drive_strength.png
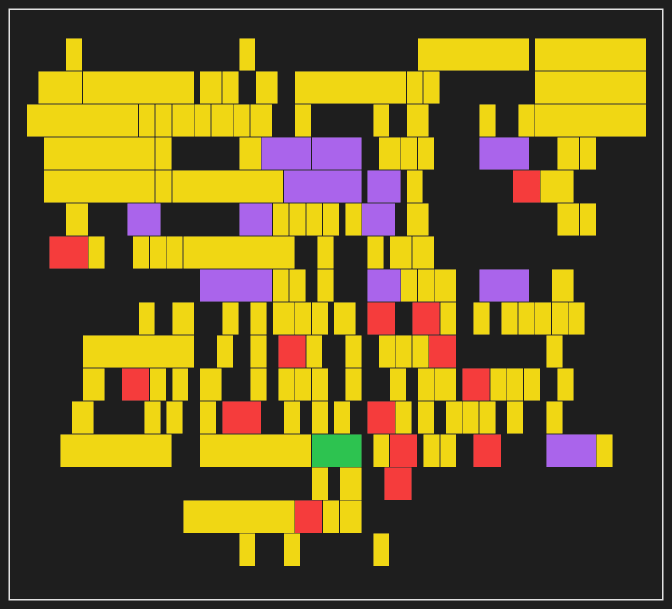
registers.png
Scale bar: 20 um. Other sequential cells in the stronger gray, the rest of the logic in the fainter gray.
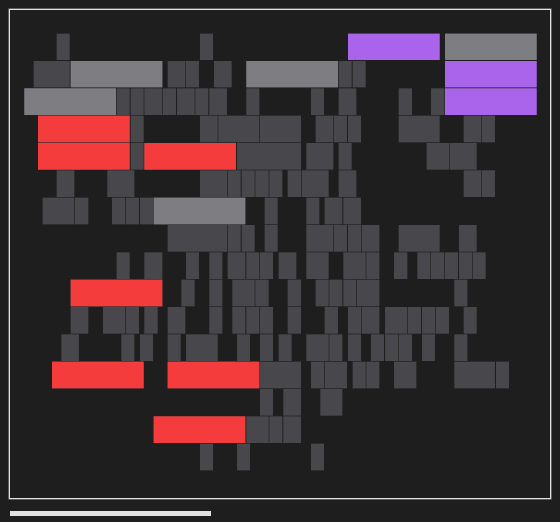
wire_density.png
The die is cut into 11 by 10 equal tiles; dark blue is low, red is high, scaled to the fullest tile. Values are wire area over tile area, all layers added.
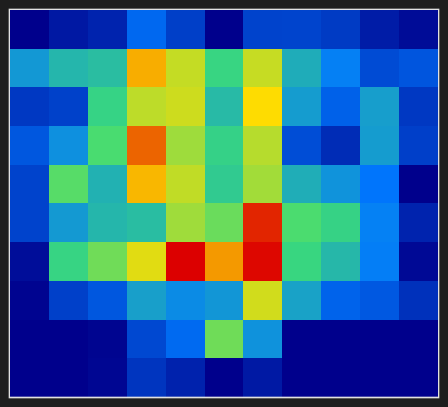
final_placement.png
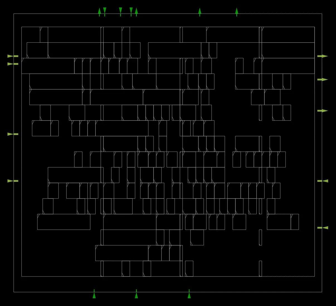
## src/rtl/alu_op_encoder_pkg.sv

```systemverilog
// Shared definitions for the ALU op-select path: widths, named op codes and
// encoder FSM states.
package alu_op_encoder_pkg;

   localparam int unsigned N_OPS  = 8;
   localparam int unsigned CODE_W = $clog2(N_OPS);

   typedef logic [N_OPS-1:0]  op_vec_t;
   typedef logic [CODE_W-1:0] op_code_t;

   // Op codes shared with the one-hot op decoder
   localparam op_code_t OP_ADD = 3'd0;
   localparam op_code_t OP_SUB = 3'd1;
   localparam op_code_t OP_AND = 3'd2;
   localparam op_code_t OP_OR  = 3'd3;
   localparam op_code_t OP_XOR = 3'd4;
   localparam op_code_t OP_SLL = 3'd5;
   localparam op_code_t OP_SRL = 3'd6;
   localparam op_code_t OP_SRA = 3'd7;

   typedef enum logic {
      StIdle  = 1'b0,
      StIssue = 1'b1
   } state_e;

endpackage

```

## src/rtl/alu_op_encoder_if.sv

```systemverilog
// Request-vector and op-code streams between the op-request logic, the encoder
// and the ALU select input.
interface alu_op_encoder_if;
   import alu_op_encoder_pkg::*;

   logic     req_valid;
   logic     req_ready;
   op_vec_t  req_vec;
   logic     op_valid;
   logic     op_ready;
   op_code_t op_code;
   logic     op_last;
   logic     err_empty;

   modport master (
      output req_valid, req_vec, op_ready,
      input  req_ready, op_valid, op_code, op_last, err_empty
   );

   modport slave (
      input  req_valid, req_vec, op_ready,
      output req_ready, op_valid, op_code, op_last, err_empty
   );

endinterface

```

## src/rtl/alu_op_encoder_lsb_prio_enc.sv

```systemverilog
// Combinational lowest-set-bit priority encoder; also returns the input with
// that bit cleared so the caller can walk through all set bits.
module alu_op_encoder_lsb_prio_enc
   import alu_op_encoder_pkg::*;
(
   input  op_vec_t  in_i,
   output op_code_t idx_o,
   output logic     found_o,
   output op_vec_t  rest_o
);

   // Descending scan so the lowest set bit is the last one written
   always_comb begin
      idx_o = '0;
      for (int i = int'(N_OPS) - 1; i >= 0; i--) begin
         if (in_i[i]) begin
            idx_o = op_code_t'(i);
         end
      end
   end

   assign found_o = |in_i;
   assign rest_o  = in_i & (in_i - op_vec_t'(1));

endmodule

```

## src/rtl/alu_op_encoder.sv

```systemverilog
// Sequential op encoder: accepts a request vector and issues the binary code of
// each set bit, lowest first, one per op-stream handshake.
module alu_op_encoder
   import alu_op_encoder_pkg::*;
(
   input logic             clk,
   input logic             rst,
   alu_op_encoder_if.slave bus_io
);

   state_e   state_q;
   op_vec_t  pending_q;
   logic     req_ready_q;
   logic     op_valid_q;
   op_code_t op_code_q;
   logic     op_last_q;
   logic     err_empty_q;

   op_vec_t  enc_in;
   op_code_t enc_idx;
   logic     enc_found;
   op_vec_t  enc_rest;

   // One shared encoder: fresh vector while idle, leftover bits while issuing
   assign enc_in = (state_q == StIdle) ? bus_io.req_vec : pending_q;

   alu_op_encoder_lsb_prio_enc u_prio_enc (
      .in_i    (enc_in),
      .idx_o   (enc_idx),
      .found_o (enc_found),
      .rest_o  (enc_rest)
   );

   always_ff @(posedge clk or posedge rst) begin
      if (rst) begin
         state_q     <= StIdle;
         pending_q   <= '0;
         req_ready_q <= 1'b0;
         op_valid_q  <= 1'b0;
         op_code_q   <= '0;
         op_last_q   <= 1'b0;
         err_empty_q <= 1'b0;
      end else begin
         err_empty_q <= 1'b0;
         unique case (state_q)
            StIdle: begin
               req_ready_q <= 1'b1;
               if (bus_io.req_valid && req_ready_q) begin
                  if (!enc_found) begin
                     err_empty_q <= 1'b1;
                  end else begin
                     pending_q   <= enc_rest;
                     op_valid_q  <= 1'b1;
                     op_code_q   <= enc_idx;
                     op_last_q   <= (enc_rest == '0);
                     req_ready_q <= 1'b0;
                     state_q     <= StIssue;
                  end
               end
            end
            StIssue: begin
               if (op_valid_q && bus_io.op_ready) begin
                  if (op_last_q) begin
                     op_valid_q  <= 1'b0;
                     op_code_q   <= '0;
                     op_last_q   <= 1'b0;
                     req_ready_q <= 1'b1;
                     state_q     <= StIdle;
                  end else begin
                     op_code_q <= enc_idx;
                     op_last_q <= (enc_rest == '0);
                     pending_q <= enc_rest;
                  end
               end
            end
            default: state_q <= StIdle;
         endcase
      end
   end

   assign bus_io.req_ready = req_ready_q;
   assign bus_io.op_valid  = op_valid_q;
   assign bus_io.op_code   = op_code_q;
   assign bus_io.op_last   = op_last_q;
   assign bus_io.err_empty = err_empty_q;

endmodule

```

## src/flat_wrapper.sv

```systemverilog
// flat-port wrapper written by rule: the top's interface ports become plain ports
module alu_op_encoder_flat import alu_op_encoder_pkg::*;
  (clk, rst, bus_io_req_valid, bus_io_req_vec, bus_io_op_ready, bus_io_req_ready, bus_io_op_valid, bus_io_op_code, bus_io_op_last, bus_io_err_empty);
  alu_op_encoder_if bus_io_i ();
  input logic clk;
  input logic rst;
  input wire logic [$bits(bus_io_i.req_valid)-1:0] bus_io_req_valid;
  input wire logic [$bits(bus_io_i.req_vec)-1:0] bus_io_req_vec;
  input wire logic [$bits(bus_io_i.op_ready)-1:0] bus_io_op_ready;
  output wire logic [$bits(bus_io_i.req_ready)-1:0] bus_io_req_ready;
  output wire logic [$bits(bus_io_i.op_valid)-1:0] bus_io_op_valid;
  output wire logic [$bits(bus_io_i.op_code)-1:0] bus_io_op_code;
  output wire logic [$bits(bus_io_i.op_last)-1:0] bus_io_op_last;
  output wire logic [$bits(bus_io_i.err_empty)-1:0] bus_io_err_empty;
  assign bus_io_i.req_valid = bus_io_req_valid;
  assign bus_io_i.req_vec = bus_io_req_vec;
  assign bus_io_i.op_ready = bus_io_op_ready;
  assign bus_io_req_ready = bus_io_i.req_ready;
  assign bus_io_op_valid = bus_io_i.op_valid;
  assign bus_io_op_code = bus_io_i.op_code;
  assign bus_io_op_last = bus_io_i.op_last;
  assign bus_io_err_empty = bus_io_i.err_empty;
  alu_op_encoder u_core (.clk(clk), .rst(rst), .bus_io(bus_io_i));
endmodule
```

## config.mk

```make
export PLATFORM = sky130hd
export DESIGN_NAME = alu_op_encoder_flat
export DESIGN_NICKNAME = d
export VERILOG_FILES = /design/src/rtl/alu_op_encoder_pkg.sv /design/src/rtl/alu_op_encoder_if.sv /design/src/rtl/alu_op_encoder_lsb_prio_enc.sv /design/src/rtl/alu_op_encoder.sv /design/src/flat_wrapper.sv
export SDC_FILE = /design/constraint.sdc
export NUM_CORES = 1
export LEC_CHECK = 0
export ABC_AREA = 1
export CORE_ASPECT_RATIO = 0.9
export CORE_MARGIN = 1
export CORE_UTILIZATION = 45
export CTS_CLUSTER_DIAMETER = 50
export CTS_CLUSTER_SIZE = 20
export DETAILED_ROUTE_END_ITERATION = 8
export DONT_BUFFER_PORTS = 1
export GPL_TIMING_DRIVEN = 1
export PLACE_DENSITY = 0.59
export RECOVER_POWER = 100
export SLEW_MARGIN = 20
export SYNTH_ARGS = -nofsm -noshare
export SYNTH_HDL_FRONTEND = slang
export SYNTH_SLANG_ARGS = --single-unit
```

## constraint.sdc

```tcl
create_clock -name clk -period 2 [get_ports clk]
set_input_delay 0.2 -clock clk [delete_from_list [all_inputs] [get_ports clk]]
set_output_delay 0.2 -clock clk [all_outputs]
set_load 0.05 [all_outputs]
```

==> metrics.cfg <==
[run_status]
status = completed

[critical_path]
cpPeakStageDelay_ns = 0.68
cp-end-kind = register
crit_arrival_ns = 1.94
r2r_start = u_core.state_q$_DFF_PP0_
r2r-end = u_core.pending_q[2]$_DFFE_PP0P_

[route]
routedLengthMet1_um = 1080
first_iter_violations = 18
drc = 0
firstDrtPassIters = 4
via_per_inst = 4.84

[hold_path]
hold_path_depth = 2
worstHoldStart = bus_io_req_valid

[placement]
placed_area_um2 = 1120
hpwl_um = 1830
dp_cells = 182
pre_cts_slack_ns = 0.217
io_buffer_count = 0

[clock_tree]
clk_latency_ns = 0.29
post-cts-setup-buffers = 0

[power_and_ir_drop]
pg_comb_mw = 1.37
sw_frac_of_total_pct = 56.5
p_clk_share_pct = 8.4
total_power_mw = 2.16

[global_route]
antenna_found_initial = 0
grt_use_met3_pct = 6.60

[timing]
rsz0062_at_grt = false
finalClockSkew_ns = 0.00735
final_max_slew_viol_count = 0

[cells_and_area]
antenna_cells = 0
largest_register_ffs = 7
layout.nonclk_buf_share_pct = 2.56
final-seq-area_um2 = 375

[logic_synthesis]
yosys_warnings = 0
ys.flop_type = dfrtp_1

[job]
warning_count = 26

Back to the opening pictures, drive_strength.png:
red -> drive 2  # cells 14
purple -> drive 3 to 4  # cells 12
green -> drive 6 and up  # cells 1
yellow -> drive 1 or less  # cells 133
count of plain and timing-repair buffers: 5
Area growth, synth to finish: 3.81%
fin area: 1120 um^2

Back to the opening pictures, registers.png:
purple -> `u_core.bus_io.op_code`  # placed flops 3
red -> `u_core.pending_q`  # placed flops 7
not colored = 5
sequential cell power: 0.609 mW
Seq/total area: 33.4%
fin util: 50.6%

Back to the opening pictures, wire_density.png:
nearly empty tiles = 18%
tiles over half the peak = 23%
densest ninth of the die = center
fullest tile = 0.45
emptiest ninth of the die = south-east
via count: 906
WL/cell: 11.9 um
Tot GR Track Use: 20.0%
final WL: 2220 um

Back to the opening pictures, final_placement.png:
FFs & Latches: 15
# fillers: 233
Core Region: 2220 um^2
# rows: 16

No activity file was given, so power comes from the tool's default toggle rates.
